File: src/rtl/clk_div_pkg.sv
`default_nettype none
// ============================================================================
// Module      : clk_div_pkg
// Description : Shared types, reset constants and helpers for clk_div_gen.
// Revision    : 1.0 - initial release
// ============================================================================
package clk_div_pkg;

    // Per-edge channel command; resync outranks enable.
    typedef enum logic [1:0] {
        CMD_HOLD   = 2'd0,
        CMD_RUN    = 2'd1,
        CMD_RESYNC = 2'd2
    } chan_cmd_e;

    localparam logic c_RST_OUT  = 1'b0;
    localparam logic c_RST_TICK = 1'b0;

    function automatic chan_cmd_e decode_cmd(input logic enable, input logic resync);
        chan_cmd_e cmd;
        if (resync) begin
            cmd = CMD_RESYNC;
        end else if (enable) begin
            cmd = CMD_RUN;
        end else begin
            cmd = CMD_HOLD;
        end
        return cmd;
    endfunction

    // Channel i defaults to a half-period of 2^i, saturating at the counter MSB.
    function automatic int unsigned default_half(input int unsigned i, input int unsigned cnt_w);
        int unsigned h;
        if (i < cnt_w) begin
            h = 32'd1 << i;
        end else begin
            h = 32'd1 << (cnt_w - 1);
        end
        return h;
    endfunction

    function automatic int sel_width(input int n);
        int w;
        if (n <= 1) begin
            w = 1;
        end else begin
            w = $clog2(n);
        end
        return w;
    endfunction

endpackage
`default_nettype wire

File: src/rtl/clk_div_if.sv
`default_nettype none
// ============================================================================
// Module      : clk_div_if
// Description : Control/config/output bundle of the clock-divider generator.
// Revision    : 1.0 - initial release
// ============================================================================
interface clk_div_if
    import clk_div_pkg::*;
#(
    parameter int NUM_OUT = 3,
    parameter int CNT_W   = 8
);
    localparam int SEL_W = sel_width(NUM_OUT);

    logic               enable;
    logic               resync;
    logic               cfg_we;
    logic [SEL_W-1:0]   cfg_sel;
    logic [CNT_W-1:0]   cfg_div;
    logic [NUM_OUT-1:0] clk_out;
    logic [NUM_OUT-1:0] tick;
    logic [NUM_OUT-1:0] cfg_pend;

    modport master (
        output enable,
        output resync,
        output cfg_we,
        output cfg_sel,
        output cfg_div,
        input  clk_out,
        input  tick,
        input  cfg_pend
    );

    modport slave (
        input  enable,
        input  resync,
        input  cfg_we,
        input  cfg_sel,
        input  cfg_div,
        output clk_out,
        output tick,
        output cfg_pend
    );

endinterface
`default_nettype wire

File: src/rtl/clk_div_chan.sv
`default_nettype none
// ============================================================================
// Module      : clk_div_chan
// Description : One 50%-duty divider channel with staged half-period update.
// Revision    : 1.0 - initial release
// ============================================================================
module clk_div_chan
    import clk_div_pkg::*;
#(
    parameter int               CNT_W = 8,
    parameter logic [CNT_W-1:0] RST_H = CNT_W'(1)
) (
    input  wire logic             clk,
    input  wire logic             reset,
    input  wire logic             i_enable,
    input  wire logic             i_resync,
    input  wire logic             i_wr,
    input  wire logic [CNT_W-1:0] i_wr_div,
    output logic                  o_clk_out,
    output logic                  o_tick,
    output logic                  o_cfg_pend
);

    localparam logic [CNT_W-1:0] c_ONE = CNT_W'(1);

    logic [CNT_W-1:0] r_cnt;
    logic [CNT_W-1:0] r_active_h;
    logic [CNT_W-1:0] r_pending_h;
    logic             r_out;
    logic             r_tick;

    logic [CNT_W-1:0] w_cnt_nxt;
    logic [CNT_W-1:0] w_active_nxt;
    logic [CNT_W-1:0] w_pending_nxt;
    logic             w_out_nxt;
    logic             w_tick_nxt;
    chan_cmd_e        w_cmd;

    always_comb begin
        w_cmd         = decode_cmd(i_enable, i_resync);
        w_cnt_nxt     = r_cnt;
        w_out_nxt     = r_out;
        w_tick_nxt    = 1'b0;
        w_active_nxt  = r_active_h;
        // Writes only touch the staging register; the old value is what loads this edge.
        w_pending_nxt = i_wr ? i_wr_div : r_pending_h;

        case (w_cmd)
            CMD_RESYNC: begin
                w_cnt_nxt    = '0;
                w_out_nxt    = 1'b0;
                w_active_nxt = r_pending_h;
            end
            CMD_RUN: begin
                if (r_cnt == '0) begin
                    w_out_nxt = ~r_out;
                    if (!r_out) begin
                        w_cnt_nxt    = r_pending_h - c_ONE;
                        w_active_nxt = r_pending_h;
                        w_tick_nxt   = 1'b1;
                    end else begin
                        w_cnt_nxt = r_active_h - c_ONE;
                    end
                end else begin
                    w_cnt_nxt = r_cnt - c_ONE;
                end
            end
            default: begin
                w_cnt_nxt = r_cnt;
            end
        endcase
    end

    always_ff @(posedge clk or posedge reset) begin
        if (reset) begin
            r_cnt       <= '0;
            r_out       <= c_RST_OUT;
            r_tick      <= c_RST_TICK;
            r_active_h  <= RST_H;
            r_pending_h <= RST_H;
        end else begin
            r_cnt       <= w_cnt_nxt;
            r_out       <= w_out_nxt;
            r_tick      <= w_tick_nxt;
            r_active_h  <= w_active_nxt;
            r_pending_h <= w_pending_nxt;
        end
    end

    assign o_clk_out  = r_out;
    assign o_tick     = r_tick;
    assign o_cfg_pend = (r_pending_h != r_active_h);

endmodule
`default_nettype wire

File: src/rtl/clk_div_gen.sv
`default_nettype none
// ============================================================================
// Module      : clk_div_gen
// Description : NUM_OUT-channel divided-clock/tick generator with config decode.
// Revision    : 1.0 - initial release
// ============================================================================
module clk_div_gen
    import clk_div_pkg::*;
#(
    parameter int NUM_OUT = 3,
    parameter int CNT_W   = 8
) (
    input  wire logic clk,
    input  wire logic reset,
    clk_div_if.slave  bus
);

    localparam int SEL_W = sel_width(NUM_OUT);

    logic               w_div_ok;
    logic               w_sel_ok;
    logic [NUM_OUT-1:0] w_clk_out;
    logic [NUM_OUT-1:0] w_tick;
    logic [NUM_OUT-1:0] w_cfg_pend;

    // Zero half-periods and out-of-range selects are dropped silently.
    assign w_div_ok = (bus.cfg_div != '0);
    assign w_sel_ok = ({{(32-SEL_W){1'b0}}, bus.cfg_sel} < 32'(NUM_OUT));

    generate
        for (genvar i = 0; i < NUM_OUT; i++) begin : g_chan
            localparam logic [CNT_W-1:0] c_RST_H = CNT_W'(default_half(i, CNT_W));

            logic w_wr;
            assign w_wr = bus.cfg_we & w_sel_ok & w_div_ok & (bus.cfg_sel == SEL_W'(i));

            clk_div_chan #(
                .CNT_W (CNT_W),
                .RST_H (c_RST_H)
            ) u_chan (
                .clk        (clk),
                .reset      (reset),
                .i_enable   (bus.enable),
                .i_resync   (bus.resync),
                .i_wr       (w_wr),
                .i_wr_div   (bus.cfg_div),
                .o_clk_out  (w_clk_out[i]),
                .o_tick     (w_tick[i]),
                .o_cfg_pend (w_cfg_pend[i])
            );
        end
    endgenerate

    assign bus.clk_out  = w_clk_out;
    assign bus.tick     = w_tick;
    assign bus.cfg_pend = w_cfg_pend;

endmodule
`default_nettype wire
File: src/flat_wrapper.sv
// flat-port wrapper written by rule: the top's interface ports become plain ports
module clk_div_gen_flat import clk_div_pkg::*;
#(
    parameter int NUM_OUT = 3,
    parameter int CNT_W   = 8
)
  (clk, reset, bus_enable, bus_resync, bus_cfg_we, bus_cfg_sel, bus_cfg_div, bus_clk_out, bus_tick, bus_cfg_pend);
  clk_div_if #(.NUM_OUT(NUM_OUT), .CNT_W(CNT_W)) bus_i ();
  input  wire logic clk;
  input  wire logic reset;
  input wire logic [$bits(bus_i.enable)-1:0] bus_enable;
  input wire logic [$bits(bus_i.resync)-1:0] bus_resync;
  input wire logic [$bits(bus_i.cfg_we)-1:0] bus_cfg_we;
  input wire logic [$bits(bus_i.cfg_sel)-1:0] bus_cfg_sel;
  input wire logic [$bits(bus_i.cfg_div)-1:0] bus_cfg_div;
  output wire logic [$bits(bus_i.clk_out)-1:0] bus_clk_out;
  output wire logic [$bits(bus_i.tick)-1:0] bus_tick;
  output wire logic [$bits(bus_i.cfg_pend)-1:0] bus_cfg_pend;
  assign bus_i.enable = bus_enable;
  assign bus_i.resync = bus_resync;
  assign bus_i.cfg_we = bus_cfg_we;
  assign bus_i.cfg_sel = bus_cfg_sel;
  assign bus_i.cfg_div = bus_cfg_div;
  assign bus_clk_out = bus_i.clk_out;
  assign bus_tick = bus_i.tick;
  assign bus_cfg_pend = bus_i.cfg_pend;
  clk_div_gen #(.NUM_OUT(NUM_OUT), .CNT_W(CNT_W)) u_core (.clk(clk), .reset(reset), .bus(bus_i));
endmodule
File: config.mk
export PLATFORM = sky130hd
export DESIGN_NAME = clk_div_gen_flat
export DESIGN_NICKNAME = d
export VERILOG_FILES = /design/src/rtl/clk_div_pkg.sv /design/src/rtl/clk_div_if.sv /design/src/rtl/clk_div_chan.sv /design/src/rtl/clk_div_gen.sv /design/src/flat_wrapper.sv
export SDC_FILE = /design/constraint.sdc
export NUM_CORES = 1
export LEC_CHECK = 0
export CAP_MARGIN = 20
export CORE_MARGIN = 1
export CORE_UTILIZATION = 51
export CTS_CLUSTER_SIZE = 14
export DETAILED_ROUTE_END_ITERATION = 12
export GPL_TIMING_DRIVEN = 1
export PLACE_DENSITY = 0.73
export SLEW_MARGIN = 20
export SYNTH_ARGS = -nofsm -noshare
export SYNTH_HDL_FRONTEND = slang
export SYNTH_SLANG_ARGS = --single-unit
File: constraint.sdc
create_clock -name clk -period 2.47 [get_ports clk]
set_clock_uncertainty 0.05 [all_clocks]
set_input_delay 0.494 -clock clk [delete_from_list [all_inputs] [get_ports clk]]
set_output_delay 0.494 -clock clk [all_outputs]
set_load 0.005 [all_outputs]
==> images/m2.png <==
(3 px per micron)
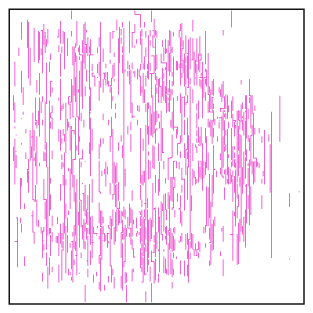
wire length on this layer	4,770 microns
share of all routed wire	46%
main direction	vertical
GR Util met2: 0.357
total number of vias: 3,635
detailed-route wire length: 10.3 mm

==> images/layers.png <==
(4 px per micron)
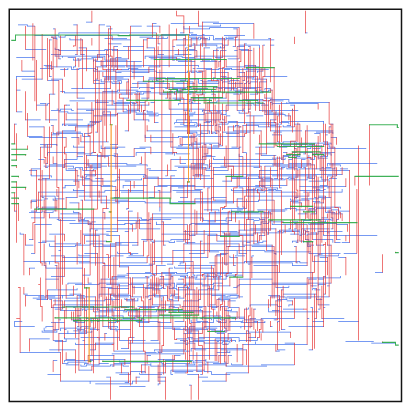
layer	colour	wire length
M4	orange	84.3 microns
M1	blue	4,970 microns
M2	red	4,770 microns
M3	green	513 microns

==> flow_summary.rst <==
Implementation results
======================

.. list-table::
   :header-rows: 1

   * - Metric
     - Value
   * - Path depth of the worst reg2reg path
     - 8
   * - Number of flops mapped to enable cells by yosys
     - 0
   * - Congestion Overflow GR
     - 0
   * - Net count, final
     - 494
   * - Endpoint with the worst hold slack
     - u_core.g_chan[1].u_chan.r_cnt[2]
   * - Path class of the lowest-slack min-delay path
     - reg -> reg
   * - Clock-pin slew on the worst setup and hold paths
     - 80 ps
   * - Crit path largest cell delay
     - 470 ps
   * - Critical Path Fanout Max
     - 6
   * - Insertion delay of the later-clocked pin in the worst-skew pair
     - 340 ps
   * - Top Usage Layer GRT
     - met2
   * - Clock period minus worst slack
     - 2370 ps
   * - Clock Sinks
     - 78
   * - Sum Neg Setup Slack
     - 0 ps
   * - Setup slack of the worst register-to-register path
     - 110 ps
   * - DRC viols
     - 4
   * - Power share of the combinational group
     - 0.504
   * - Synthesized instance count
     - 441
   * - Failing checks
     - DRC
   * - Met3 Resource Use GR
     - 0.0324
   * - Power consumption
     - 6760 uW
   * - Outcome
     - complete, but fails checks
   * - Net switching share of the total power
     - 0.411
   * - Synthesized area per cell
     - 10.6 sq um
   * - Setup bufs post-CTS
     - 0
   * - Initial Utilization
     - 0.531
==> images/floorplan.png <==
(4 px per micron) Pins as bars on the die edge. Tap cells in grey.
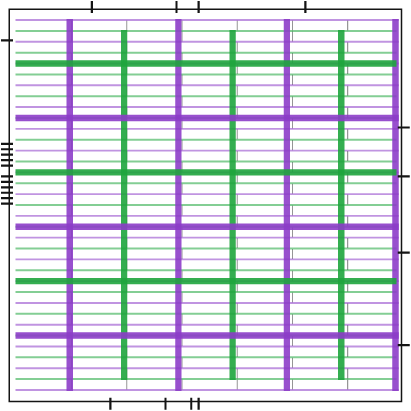
net	colour
VDD	green
VSS	purple
met4 straps	7
met5 straps	6
met1 rails	35
tap cells	108
signal pins	24
vertical die size: 97.7 microns
standard cell core area: 0.00881 sq mm
Peak VDD IR: 0.000633 V
die x size: 97.7 microns

==> state kept, by name, indices dropped and copies added, names as in the netlist <==
signal and count:
u_core.g_chan.u_chan.o_tick 3, u_core.g_chan.u_chan.r_pending_h 24, u_core.g_chan.u_chan.r_cnt 24, u_core.g_chan.u_chan.r_active_h 24, u_core.g_chan.u_chan.o_clk_out 3
==> how the worst max path moves through the flow <==
stage | start | to | slack (ps) | cells after the start
4_1_cts | u_core.g_chan[2].u_chan.r_pending_h[0] | bus_cfg_pend[2] | 50 | 5
3_5_place_dp | u_core.g_chan[0].u_chan.r_cnt[3] | u_core.g_chan[0].u_chan.r_cnt[6] | 110 | 8
5_1_grt | u_core.g_chan[1].u_chan.r_pending_h[3] | bus_cfg_pend[1] | 3 | 4
6_report | u_core.g_chan[1].u_chan.r_pending_h[3] | bus_cfg_pend[1] | 100 | 4
3_3_place_gp | u_core.g_chan[0].u_chan.r_cnt[3] | u_core.g_chan[0].u_chan.r_cnt[6] | 170 | 8
2_1_floorplan | u_core.g_chan[2].u_chan.o_clk_out | u_core.g_chan[2].u_chan.r_cnt[6] | -60 | 10
==> final cells by class <==
cell class	count	area, sq um	area share
well taps	108	135	0.0251
clock buffers	11	141	0.0263
inverters	7	30.0	0.00559
repair buffers	54	475	0.0885
multi-input cells	326	2550	0.475
clock inverters	5	82.6	0.0154
flip-flops and latches	78	1960	0.365
==> power by group through the flow <==
stage	registers (uW)	logic [uW]	clock network [uW]
2_1_floorplan	2110	2680	0
3_3_place_gp	2240	3180	0
3_5_place_dp	2270	3270	0
4_1_cts	2250	3290	1110
5_1_grt	2350	3730	1160
6_report	2270	3410	1090
Power and IR drop assume default switching activity.
